<file path="src/rtl/onchip_mem_pkg.sv">
// rtl/onchip_mem_pkg.sv - shared constants, state and pattern-mode encodings for the on-chip memory BIST
package onchip_mem_pkg;

    localparam int DEPTH  = 15360;
    localparam int ADDR_W = 14;

    typedef enum logic [2:0] {
        ST_IDLE,
        ST_WRITE,
        ST_READ,
        ST_DRAIN,
        ST_DONE
    } bist_state_t;

    localparam logic [1:0] MODE_SEED = 2'd0;
    localparam logic [1:0] MODE_XOR  = 2'd1;
    localparam logic [1:0] MODE_XNOR = 2'd2;
    localparam logic [1:0] MODE_RSVD = 2'd3;

endpackage

</file>
<file path="src/rtl/onchip_mem_bist_pattern.sv">
// rtl/onchip_mem_bist_pattern.sv - combinational test pattern generator pattern(address, mode, seed)
module onchip_mem_bist_pattern
    import onchip_mem_pkg::*;
#(
    parameter int ADDR_W = onchip_mem_pkg::ADDR_W
) (
    input  logic [ADDR_W-1:0] address,
    input  logic [1:0]        mode,
    input  logic [15:0]       seed,
    output logic [15:0]       pattern
);

    logic [15:0] addr_ext;

    assign addr_ext = {{(16-ADDR_W){1'b0}}, address};

    // Select the pattern; the reserved mode falls back to the plain seed
    always_comb begin
        pattern = seed;
        case (mode)
            MODE_XOR:  pattern = addr_ext ^ seed;
            MODE_XNOR: pattern = ~(addr_ext ^ seed);
            default:   pattern = seed;
        endcase
    end

endmodule

</file>
<file path="src/rtl/onchip_mem_bist.sv">
// rtl/onchip_mem_bist.sv - Avalon-MM write/read-back/compare self-test engine for the 16-bit on-chip memory
module onchip_mem_bist
    import onchip_mem_pkg::*;
#(
    parameter int DEPTH        = onchip_mem_pkg::DEPTH,
    parameter int ADDR_W       = onchip_mem_pkg::ADDR_W,
    parameter int READ_LATENCY = 1
) (
    input  logic              clk,
    input  logic              reset_n,
    input  logic              start,
    input  logic [ADDR_W-1:0] base,
    input  logic [ADDR_W:0]   length,
    input  logic [1:0]        mode,
    input  logic [15:0]       seed,
    input  logic              hold,
    output logic [ADDR_W-1:0] address,
    output logic [1:0]        byteenable,
    output logic              chipselect,
    output logic              write,
    output logic [15:0]       writedata,
    output logic              clken,
    input  logic [15:0]       readdata,
    output logic              busy,
    output logic              done,
    output logic              pass,
    output logic [15:0]       err_count,
    output logic [ADDR_W-1:0] first_err_addr,
    output logic              cfg_err
);

    bist_state_t state, state_nxt;

    // Run configuration captured at an accepted start
    logic [ADDR_W-1:0] base_r;
    logic [ADDR_W:0]   len_r;
    logic [1:0]        mode_r;
    logic [15:0]       seed_r;
    logic [ADDR_W:0]   idx;

    // Read tracking pipeline: valid bit and word address per outstanding read
    logic [READ_LATENCY-1:0] pipe_v;
    logic [ADDR_W-1:0]       pipe_a [READ_LATENCY];
    logic                    pipe_pending;

    logic [15:0]       err_cnt;
    logic [15:0]       err_next;
    logic              first_seen;
    logic [ADDR_W-1:0] first_err_r;
    logic [15:0]       err_count_r;
    logic              pass_r;
    logic              cfg_err_r;

    logic [ADDR_W+1:0] end_sum;
    logic              range_bad;
    logic              start_accept;
    logic              start_reject;
    logic              issue;
    logic              last_word;
    logic [ADDR_W-1:0] cur_addr;
    logic [15:0]       wr_pattern;
    logic [15:0]       exp_word;
    logic              cmp_valid;
    logic              mismatch;

    assign end_sum      = {2'b00, base} + {1'b0, length};
    assign range_bad    = end_sum > (ADDR_W+2)'(DEPTH);
    assign start_accept = (state == ST_IDLE) && start && !range_bad;
    assign start_reject = (state == ST_IDLE) && start && range_bad;
    assign cur_addr     = base_r + idx[ADDR_W-1:0];
    assign last_word    = (idx == len_r - 1'b1);
    assign issue        = ((state == ST_WRITE) || (state == ST_READ)) && !hold;

    assign cmp_valid = pipe_v[READ_LATENCY-1];
    assign mismatch  = cmp_valid && (readdata != exp_word);
    assign err_next  = (mismatch && (err_cnt != 16'hFFFF)) ? err_cnt + 16'd1 : err_cnt;

    onchip_mem_bist_pattern #(.ADDR_W(ADDR_W)) u_wr_pattern (
        .address (cur_addr),
        .mode    (mode_r),
        .seed    (seed_r),
        .pattern (wr_pattern)
    );

    onchip_mem_bist_pattern #(.ADDR_W(ADDR_W)) u_exp_pattern (
        .address (pipe_a[READ_LATENCY-1]),
        .mode    (mode_r),
        .seed    (seed_r),
        .pattern (exp_word)
    );

    // Any read still short of the compare stage keeps DRAIN waiting
    always_comb begin
        pipe_pending = 1'b0;
        for (int i = 0; i < READ_LATENCY - 1; i++) begin
            pipe_pending = pipe_pending | pipe_v[i];
        end
    end

    // State register
    always_ff @(posedge clk or negedge reset_n) begin
        if (!reset_n) begin
            state <= ST_IDLE;
        end else begin
            state <= state_nxt;
        end
    end

    // Next-state and bus command decode
    always_comb begin
        state_nxt  = state;
        chipselect = 1'b0;
        write      = 1'b0;
        case (state)
            ST_IDLE: begin
                if (start_accept) begin
                    state_nxt = (length == '0) ? ST_DONE : ST_WRITE;
                end
            end
            ST_WRITE: begin
                if (!hold) begin
                    chipselect = 1'b1;
                    write      = 1'b1;
                    if (last_word) state_nxt = ST_READ;
                end
            end
            ST_READ: begin
                if (!hold) begin
                    chipselect = 1'b1;
                    if (last_word) state_nxt = ST_DRAIN;
                end
            end
            ST_DRAIN: begin
                if (!pipe_pending) state_nxt = ST_DONE;
            end
            ST_DONE: begin
                state_nxt = ST_IDLE;
            end
            default: state_nxt = ST_IDLE;
        endcase
    end

    // Configuration capture, word counter, read pipeline and result tracking
    always_ff @(posedge clk or negedge reset_n) begin
        if (!reset_n) begin
            base_r      <= '0;
            len_r       <= '0;
            mode_r      <= '0;
            seed_r      <= '0;
            idx         <= '0;
            pipe_v      <= '0;
            for (int i = 0; i < READ_LATENCY; i++) pipe_a[i] <= '0;
            err_cnt     <= '0;
            first_seen  <= 1'b0;
            first_err_r <= '0;
            err_count_r <= '0;
            pass_r      <= 1'b0;
            cfg_err_r   <= 1'b0;
        end else begin
            cfg_err_r <= start_reject;

            pipe_v[0] <= issue && (state == ST_READ);
            pipe_a[0] <= cur_addr;
            for (int i = 1; i < READ_LATENCY; i++) begin
                pipe_v[i] <= pipe_v[i-1];
                pipe_a[i] <= pipe_a[i-1];
            end

            if (start_accept) begin
                base_r      <= base;
                len_r       <= length;
                mode_r      <= mode;
                seed_r      <= seed;
                idx         <= '0;
                err_cnt     <= '0;
                first_seen  <= 1'b0;
                first_err_r <= '0;
                err_count_r <= '0;
                pass_r      <= (length == '0);
            end else begin
                if (issue) begin
                    idx <= last_word ? '0 : idx + 1'b1;
                end
                err_cnt <= err_next;
                if (mismatch && !first_seen) begin
                    first_seen  <= 1'b1;
                    first_err_r <= pipe_a[READ_LATENCY-1];
                end
                if ((state == ST_DRAIN) && (state_nxt == ST_DONE)) begin
                    err_count_r <= err_next;
                    pass_r      <= (err_next == 16'd0);
                end
            end
        end
    end

    assign address        = chipselect ? cur_addr : '0;
    assign writedata      = (chipselect && write) ? wr_pattern : 16'd0;
    assign byteenable     = chipselect ? 2'b11 : 2'b00;
    assign clken          = reset_n;
    assign busy           = (state == ST_WRITE) || (state == ST_READ) || (state == ST_DRAIN);
    assign done           = (state == ST_DONE);
    assign pass           = pass_r;
    assign err_count      = err_count_r;
    assign first_err_addr = first_err_r;
    assign cfg_err        = cfg_err_r;

endmodule

</file>
<file path="config.mk">
export PLATFORM = sky130hd
export DESIGN_NAME = onchip_mem_bist
export DESIGN_NICKNAME = d
export VERILOG_FILES = /design/src/rtl/onchip_mem_pkg.sv /design/src/rtl/onchip_mem_bist_pattern.sv /design/src/rtl/onchip_mem_bist.sv
export SDC_FILE = /design/constraint.sdc
export NUM_CORES = 1
export LEC_CHECK = 0
export CORE_UTILIZATION = 55
export DETAILED_ROUTE_END_ITERATION = 8
export PLACE_DENSITY = 0.83
export SYNTH_ARGS = -nofsm -noshare
export SYNTH_HDL_FRONTEND = slang
export SYNTH_HIERARCHICAL = 1
export SYNTH_SLANG_ARGS = --single-unit
</file>
<file path="constraint.sdc">
create_clock -name clk -period 6.18 [get_ports clk]
set_clock_uncertainty 0.05 [all_clocks]
set_input_delay 1.236 -clock clk [delete_from_list [all_inputs] [get_ports clk]]
set_output_delay 1.236 -clock clk [all_outputs]
set_load 0.01 [all_outputs]
</file>
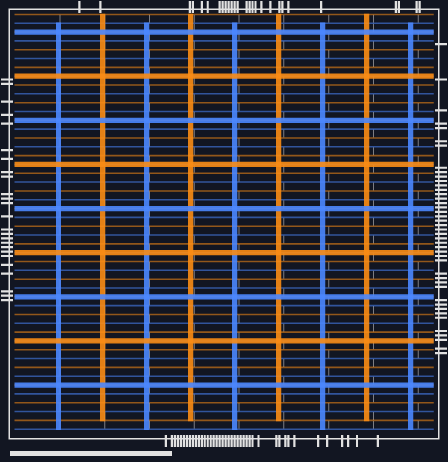
(images/pdn.png)
Scale bar: 50 um. Pins as bars on the die edge. Tap cells in gray.
| net | color |
|---|---|
| VSS | blue |
| VDD | orange |
signal pins: 136
rows: 47
die width: 132 um
Max IR drop VDD: 0.247 mV

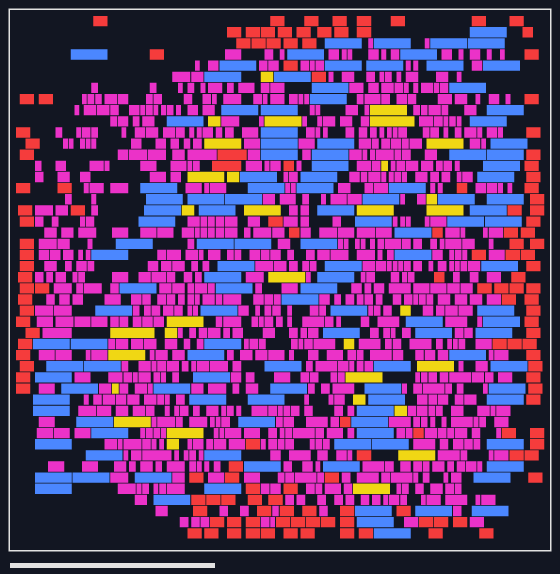
(images/cell_classes.png)
Scale bar: 50 um.
| class | color | cells | share of their area |
|---|---|---|---|
| all other logic | magenta | 834 | 52% |
| flip-flops | blue | 129 | 29% |
| clock drivers and dummy loads | yellow | 32 | 5.3% |
| other buffers and delay cells | red | 144 | 13% |
final design utilization: 68.3%
cell area after layout: 11300 sq um
Seq area share: 28.6%
Core Box Area: 16500 sq um

==> Slide: Implementation Results <==
Run Summary

Status
  • Outcome: finished clean

Pwr
  • Top power group: combinational logic
  • P_sw: 2170 uW
  • Switching share of total power: 42.8%
  • Lkg Pwr: 0.00457 uW
  • Cell Pwr Density: 450 nW/um^2
  • P_clk: 997 uW

Synthesis
  • XOR/XNOR Area Share: 6.79%
  • Simple share: 26.3%
  • Gate count of the mapped netlist: 1017
  • # Cells Yosys: 1017
  • Synth warnings: 6
  • Cell accounting for the most synthesized area: dfrtp_1
  • Yosys cell types: 69
  • Post-Syn Nets: 1120
  • Flip-flops with a built-in enable: 0
  • Area of the mapped netlist: 9280 sq um
  • Ao+oa area frac: 13.6%

Final layout
  • Commonest Layout Cell: clkdlybuf4s50_1
  • Clk tree area frac: 5.21%
  • Fraction of layout cells with a size suffix above 1: 10.4%
  • Non-filler instance count after layout: 1359
  • Non-clock buffer count: 144

Final timing
  • Endpoints failing hold: 0
  • Peak Freq: 0.175 GHz
  • Final WS setup: 0.481 ns
  • Minimum hold slack: 0.451 ns
  • Fin crit period: 5.70 ns
  • Period utilization: 92.2%

GRT
  • Global-route wire length before repair: 39100 um
  • M3 GR Usage: 4.69%
  • Gr usage total: 28.4%
  • Largest net degree at the start of global routing: 70
  • Total grt overflow: 0

CTS
  • Total CTS buffers: 17
  • Clock slew at reported path FFs: 0.06 ns
  • Hold-fix buffers at CTS: 0
  • Root Buffer: clkbuf_16

Routing
  • Vias/cell: 6.08
  • Vias: 8260
  • TritonRoute pass-1 iters: 7
  • DRT met1 WL: 10300 um
  • DRC errors left: 0
  • Met3 Wirelength: 1300 um
  • Iteration-0 DRC Markers: 621
  • Max layer used: met4

Placed design
  • Placer congestion estimate: 0.889
  • HPWL after detailed placement: 17600 um

Run
  • Max cap viols: 0
  • Tool warnings: 28

Floorplanning
  • Well tap count: 220
  • Initial Util: 56.2%

Worst setup path
  • Delay-heaviest family, CP: AND-OR/OR-AND gates
  • Crit-path slowest cell: clkdlybuf4s50_1
  • WP data arrival: 4.41 ns
==> worst reg2reg max path: cells and delay by family (launching register included) <==
kind | cells | cell delay [ns]
flops | 1 | 0.41
buf+inv | 2 | 0.44
compound gates | 5 | 1.45
mux | 1 | 0.21
simple gates | 4 | 0.94
fa+ha+maj | 1 | 0.95
xor+xnor | 1 | 0.18
==> path summary, 6_finish.rpt <==
check / startpoint / endpoint / slack [ns] / cells past startpoint
min in group asynchronous: reset_n / err_cnt[7] / 0.82 / 1
worst max register to register: mode_r[0] / pass / 1.48 / 14
worst min register to register: base_r[2] / base_r[2] / 0.45 / 1
worst min-delay path: base_r[2] / base_r[2] / 0.45 / 1
max in group asynchronous: reset_n / idx[2] / 3.86 / 2
worst max-delay path: idx[1] / writedata[13] / 0.48 / 14
No activity file was given, so power comes from the tool's default toggle rates.
